File: config.mk
export PLATFORM = sky130hd
export DESIGN_NAME = cardinal_nic_q
export DESIGN_NICKNAME = d
export VERILOG_FILES = /design/src/rtl/cardinal_nic_pkg.sv /design/src/rtl/cardinal_nic_fifo.sv /design/src/rtl/cardinal_nic_q.sv
export SDC_FILE = /design/constraint.sdc
export NUM_CORES = 1
export LEC_CHECK = 0
export CAP_MARGIN = 20
export CORE_MARGIN = 4
export CORE_UTILIZATION = 54
export DETAILED_ROUTE_END_ITERATION = 10
export PLACE_DENSITY_LB_ADDON = 0.15
export SLEW_MARGIN = 30
export SYNTH_ARGS = -nofsm -noshare
export SYNTH_HDL_FRONTEND = slang
export SYNTH_HIERARCHICAL = 1
export SYNTH_SLANG_ARGS = --single-unit
File: constraint.sdc
create_clock -name clk -period 6.85 [get_ports clk]
set_input_delay 1.37 -clock clk [delete_from_list [all_inputs] [get_ports clk]]
set_output_delay 1.37 -clock clk [all_outputs]
set_load 0.01 [all_outputs]
File: src/rtl/cardinal_nic_pkg.sv
`default_nettype none
// ============================================================================
// Module      : cardinal_nic_pkg
// Description : Shared constants for the cardinal ring NIC: processor-side
//               register map, status-word field positions and the packet
//               virtual-channel bit.
// Revision    : 1.0 - initial release
// ============================================================================
package cardinal_nic_pkg;

    // Processor-side register map
    localparam logic [1:0] NIC_IN_DATA  = 2'b00;
    localparam logic [1:0] NIC_IN_STAT  = 2'b01;
    localparam logic [1:0] NIC_OUT_DATA = 2'b10;
    localparam logic [1:0] NIC_OUT_STAT = 2'b11;

    // Virtual-channel bit of a packet (big-endian index)
    localparam int c_VC_BIT = 0;

    // Status word layout, as offsets back from the last bit (DATA_W-1).
    // Flag sits at DATA_W-1; occupancy field spans DATA_W-9 .. DATA_W-2.
    localparam int c_STAT_FLAG_OFS   = 1;
    localparam int c_STAT_CNT_LO_OFS = 2;
    localparam int c_STAT_CNT_W      = 8;

    // Optional dropped-write counter occupies bits [0:c_DROP_CNT_W-1]
    localparam int c_DROP_CNT_W = 16;

endpackage
`default_nettype wire

File: src/rtl/cardinal_nic_fifo.sv
`default_nettype none
// ============================================================================
// Module      : cardinal_nic_fifo
// Description : DEPTH-entry synchronous FIFO with combinational head (zero
//               when empty) and registered occupancy count. Full/empty come
//               from the registered count only, so a pop on a full FIFO
//               frees space from the following cycle.
// Revision    : 1.0 - initial release
// ============================================================================
module cardinal_nic_fifo #(
    parameter int DATA_W = 64,
    parameter int DEPTH  = 4
) (
    input  logic                    clk,
    input  logic                    reset,
    input  logic                    i_push,
    input  logic [0:DATA_W-1]       i_data,
    input  logic                    i_pop,
    output logic [0:DATA_W-1]       o_head,
    output logic [$clog2(DEPTH):0]  o_count,
    output logic                    o_full,
    output logic                    o_empty
);

    localparam int PTR_W = $clog2(DEPTH);
    localparam int CNT_W = PTR_W + 1;

    logic [0:DATA_W-1] r_mem [DEPTH];
    logic [PTR_W-1:0]  r_wr_ptr;
    logic [PTR_W-1:0]  r_rd_ptr;
    logic [CNT_W-1:0]  r_count;
    logic              w_push;
    logic              w_pop;

    assign o_full  = (r_count == CNT_W'(DEPTH));
    assign o_empty = (r_count == '0);
    assign w_push  = i_push && !o_full;
    assign w_pop   = i_pop && !o_empty;
    assign o_head  = o_empty ? '0 : r_mem[r_rd_ptr];
    assign o_count = r_count;

    // Storage write; entries are never cleared, reset only rewinds pointers
    always_ff @(posedge clk) begin
        if (reset && w_push) begin
            r_mem[r_wr_ptr] <= i_data;
        end
    end

    // Pointer and occupancy bookkeeping; pointers wrap naturally
    always_ff @(posedge clk) begin
        if (!reset) begin
            r_wr_ptr <= '0;
            r_rd_ptr <= '0;
            r_count  <= '0;
        end else begin
            if (w_push) begin
                r_wr_ptr <= r_wr_ptr + PTR_W'(1);
            end
            if (w_pop) begin
                r_rd_ptr <= r_rd_ptr + PTR_W'(1);
            end
            case ({w_push, w_pop})
                2'b10:   r_count <= r_count + CNT_W'(1);
                2'b01:   r_count <= r_count - CNT_W'(1);
                default: r_count <= r_count;
            endcase
        end
    end

endmodule
`default_nettype wire

File: src/rtl/cardinal_nic_q.sv
`default_nettype none
// ============================================================================
// Module      : cardinal_nic_q
// Description : Cardinal CMP ring NIC with DEPTH-deep input (router->CPU)
//               and output (CPU->router) FIFOs. Processor accesses a 2-bit
//               register map; ring side uses send/ready handshakes and only
//               sends a head packet whose VC bit matches net_polarity.
//               Optional feature macro: CARDINAL_NIC_DROP_CNT_EN adds a
//               16-bit saturating dropped-write counter in output status.
// Revision    : 1.0 - initial release
// ============================================================================
module cardinal_nic_q #(
    parameter int DATA_W = 64,
    parameter int DEPTH  = 4
) (
    input  logic              clk,
    input  logic              reset,
    input  logic [0:1]        addr,
    input  logic [0:DATA_W-1] d_in,
    output logic [0:DATA_W-1] d_out,
    input  logic              nicEn,
    input  logic              nicWrEn,
    output logic              net_so,
    input  logic              net_ro,
    output logic [0:DATA_W-1] net_do,
    input  logic              net_polarity,
    input  logic              net_si,
    output logic              net_ri,
    input  logic [0:DATA_W-1] net_di
);

    import cardinal_nic_pkg::*;

    localparam int CNT_W = $clog2(DEPTH) + 1;
    localparam int c_FLAG_IDX = DATA_W - c_STAT_FLAG_OFS;
    localparam int c_CNT_HI   = DATA_W - c_STAT_CNT_LO_OFS;
    localparam int c_CNT_LO   = c_CNT_HI - c_STAT_CNT_W + 1;

    logic [0:DATA_W-1] r_d_out;
    logic [0:DATA_W-1] w_in_head;
    logic [0:DATA_W-1] w_out_head;
    logic [CNT_W-1:0]  w_in_count;
    logic [CNT_W-1:0]  w_out_count;
    logic              w_in_full;
    logic              w_in_empty;
    logic              w_out_full;
    logic              w_out_empty;
    logic              w_rd;
    logic              w_wr_out;
    logic              w_in_pop;
    logic [0:DATA_W-1] w_in_stat;
    logic [0:DATA_W-1] w_out_stat;

    assign w_rd     = nicEn && !nicWrEn;
    assign w_wr_out = nicEn && nicWrEn && (addr == NIC_OUT_DATA);
    assign w_in_pop = w_rd && (addr == NIC_IN_DATA);

    assign net_ri = !w_in_full;
    assign net_so = !w_out_empty && (w_out_head[c_VC_BIT] == net_polarity);
    assign net_do = w_out_head;
    assign d_out  = r_d_out;

    cardinal_nic_fifo #(
        .DATA_W (DATA_W),
        .DEPTH  (DEPTH)
    ) u_in_fifo (
        .clk     (clk),
        .reset   (reset),
        .i_push  (net_si),
        .i_data  (net_di),
        .i_pop   (w_in_pop),
        .o_head  (w_in_head),
        .o_count (w_in_count),
        .o_full  (w_in_full),
        .o_empty (w_in_empty)
    );

    cardinal_nic_fifo #(
        .DATA_W (DATA_W),
        .DEPTH  (DEPTH)
    ) u_out_fifo (
        .clk     (clk),
        .reset   (reset),
        .i_push  (w_wr_out),
        .i_data  (d_in),
        .i_pop   (net_ro && net_so),
        .o_head  (w_out_head),
        .o_count (w_out_count),
        .o_full  (w_out_full),
        .o_empty (w_out_empty)
    );

`ifdef CARDINAL_NIC_DROP_CNT_EN
    logic [c_DROP_CNT_W-1:0] r_drop_cnt;

    // Count processor writes lost to a full output FIFO, saturating
    always_ff @(posedge clk) begin
        if (!reset) begin
            r_drop_cnt <= '0;
        end else if (w_wr_out && w_out_full && (r_drop_cnt != '1)) begin
            r_drop_cnt <= r_drop_cnt + c_DROP_CNT_W'(1);
        end
    end
`endif

    // Assemble the two status words from registered FIFO state
    always_comb begin
        w_in_stat  = '0;
        w_out_stat = '0;
        w_in_stat[c_FLAG_IDX]           = !w_in_empty;
        w_in_stat[c_CNT_LO:c_CNT_HI]    = c_STAT_CNT_W'(w_in_count);
        w_out_stat[c_FLAG_IDX]          = w_out_full;
        w_out_stat[c_CNT_LO:c_CNT_HI]   = c_STAT_CNT_W'(w_out_count);
`ifdef CARDINAL_NIC_DROP_CNT_EN
        w_out_stat[0:c_DROP_CNT_W-1]    = r_drop_cnt;
`endif
    end

    // Registered processor read data; holds between reads
    always_ff @(posedge clk) begin
        if (!reset) begin
            r_d_out <= '0;
        end else if (w_rd) begin
            case (addr)
                NIC_IN_DATA:  r_d_out <= w_in_head;
                NIC_IN_STAT:  r_d_out <= w_in_stat;
                NIC_OUT_STAT: r_d_out <= w_out_stat;
                default:      r_d_out <= '0;
            endcase
        end
    end

endmodule
`default_nettype wire

==> flow_metrics.env <==
# flow metrics
export IMPL_clock_power_share=0.410
export IMPL_crit_path_end="net_so"
export IMPL_dpl_worst_slack_ns=2.48
export IMPL_met3_length_um=2760
export IMPL_power_total_mw=7.42
export IMPL_rsz0062_at_grt="false"
export IMPL_setup_slack_ns=2.35
export IMPL_areaGrowthSynthToFinish_pct=21.9
export IMPL_p_switching_mw=1.50
export IMPL_cts_hold_buf=0
export IMPL_cp_buffers_inverters=2
export IMPL_p_per_area_nw_per_um2=267
export IMPL_ant_nets=0
export IMPL_cts_buffer_depth=3
export IMPL_antenna_found_initial=5
export IMPL_firstDrtPassIters=6
export IMPL_dpl_hpwl_um=26900
export IMPL_vias=11300
export IMPL_h_tree_depth=2
export IMPL_p_sw_frac=0.202
export IMPL_slew_limit_headroom=0.364
export IMPL_holdWs_ns=0.500
export IMPL_gp_congestion=0.739
export IMPL_setup_tns_ns=0
export IMPL_regArea_um2=17000
export IMPL_placed_area_um2=25900
export IMPL_synthTopLogicFamily="multiplexers"
export IMPL_nonClkBufAreaFrac=0.104
export IMPL_grt_pass1_vias=11900
export IMPL_topCellsByArea="edfxtp_1 (67%), mux4_2 (13%), dfxtp_1 (7.2%)"
export IMPL_stdcell_area_um2=27800
export IMPL_edf_count=512
export IMPL_drive_gt1_frac=0.196
export IMPL_ys_sh_simple=0.0627
export IMPL_p_leak_nw=8.71
export IMPL_ir_worst_vdd_mv=0.229
export IMPL_grtUsageMet1=0.276
export IMPL_wirelength_um=45900
export IMPL_min_from="u_in_fifo/r_rd_ptr[0]"
export IMPL_placed_cells_incl_taps=1910
export IMPL_grt_pass1_wl_um=70300
export IMPL_num_antenna_cells=0
export IMPL_drt_iter0_markers=858
export IMPL_p_seq_mw=4.00
export IMPL_top_power_group="sequential cells"
export IMPL_rows=75
export IMPL_synth_distinct_cells=37
export IMPL_syn_area_um2=22800
export IMPL_fin_nets=1584
export IMPL_drc=0
export IMPL_path_class="reg2out"
export IMPL_clkTransAtPathRegs_ns=0.06
export IMPL_comb_cell_power_mw=0.371
export IMPL_seq_share=0.612
export IMPL_fin_crit_sh=0.657
export IMPL_compound_area_frac=0.0311
export IMPL_cp_num_cells=6
export IMPL_met2WireLength_um=23000
export IMPL_die_area_um2=45600
export IMPL_crit_arrival_ns=3.13
export IMPL_track_usage=0.203
export IMPL_tightestPinTransition_ns=0.954
export IMPL_post_cts_resized=0
export IMPL_clockRootBuffer="clkbuf_16"
export IMPL_warnings=32
export IMPL_ys_flops=594
export IMPL_sh_comb_area=0.191
export IMPL_maxCapViolCount=0
export IMPL_p_comb_frac=0.050
export IMPL_routedWlPerCell_um=22.7
export IMPL_drv_slew=0
export IMPL_status="finished, final reports clean"
export IMPL_cp_slowest_cell="dfxtp_4"
export IMPL_ys_seq_frac=0.745
export IMPL_busiest_layer="met2"
export IMPL_cts_tree="done"
export IMPL_clock_area_frac=0.0662
export IMPL_cpLargestDelayFamily="buffers and inverters"
export IMPL_cp_start_kind="flop"
export IMPL_p_int_mw=5.92
export IMPL_r2r_end="u_out_fifo/o_count[2]"
export IMPL_synthCells=1155
export IMPL_num_nonclk_buffers=288
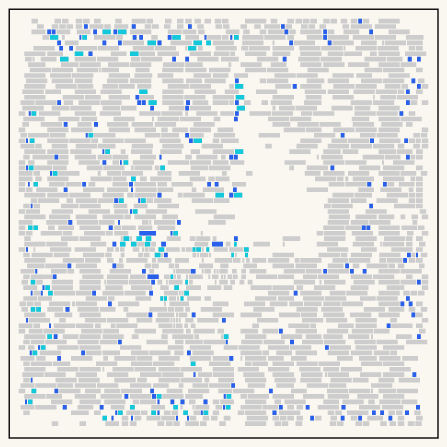
**Above:** selected gate families.
Drawn at 2 px/um.
[NOR gates] blue | cells: 186 | most used: nor2b_1 | where: all over the die
[inverting AOI/OAI gates] cyan | cells: 82 | most used: a22oi_1
top logic cell by instance count in the layout: edfxtp_1
Layout Cells excl Fill: 2020

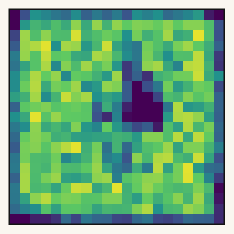
**Above:** cell density map.
Drawn at 1 px/um. 21 x 21 tiles, from dark purple (low) to yellow (high), 0 to 100% covered.
mean over tiles: 60%
tiles over 75% full: 33%
emptiest ninth of the die: centre
nearly empty tiles: 3.2%
final core occ: 0.665
FP Util: 0.545
core box area: 41900 um2

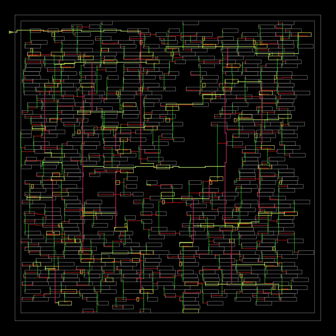
**Above:** clock wiring as the flow saved it.
Clk. pwr: 3.04 mW
clk latency late pin: 0.60 ns
clock skew: 0.0136 ns
clock buffers: 81

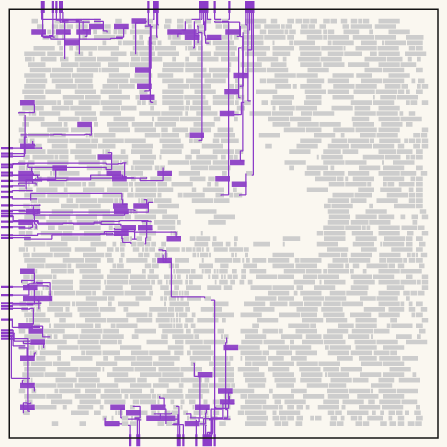
**Above:** wires at chosen ports, followed through buffers.
Drawn at 2 px/um.
[d_out] purple | direction: output | end cells: 64 | buffers: 64 | wire: 2920 um

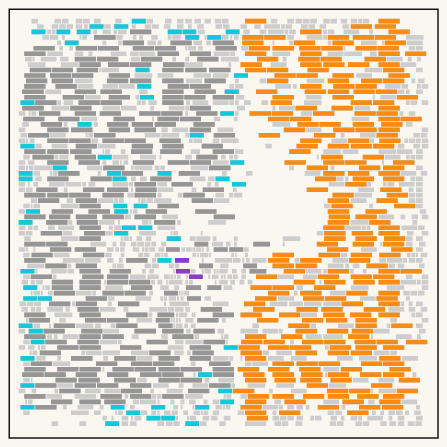
**Above:** sequential cells coloured by netlist name.
Drawn at 2 px/um. Other sequential cells in the stronger grey, the rest of the logic in the fainter grey.
[u_in_fifo/o_count] purple | placed flops: 3
[d_out] cyan | placed flops: 64
[u_out_fifo/r_mem] orange | placed flops: 256

Power figures rest on the tool's default switching activity, not on a simulated workload.
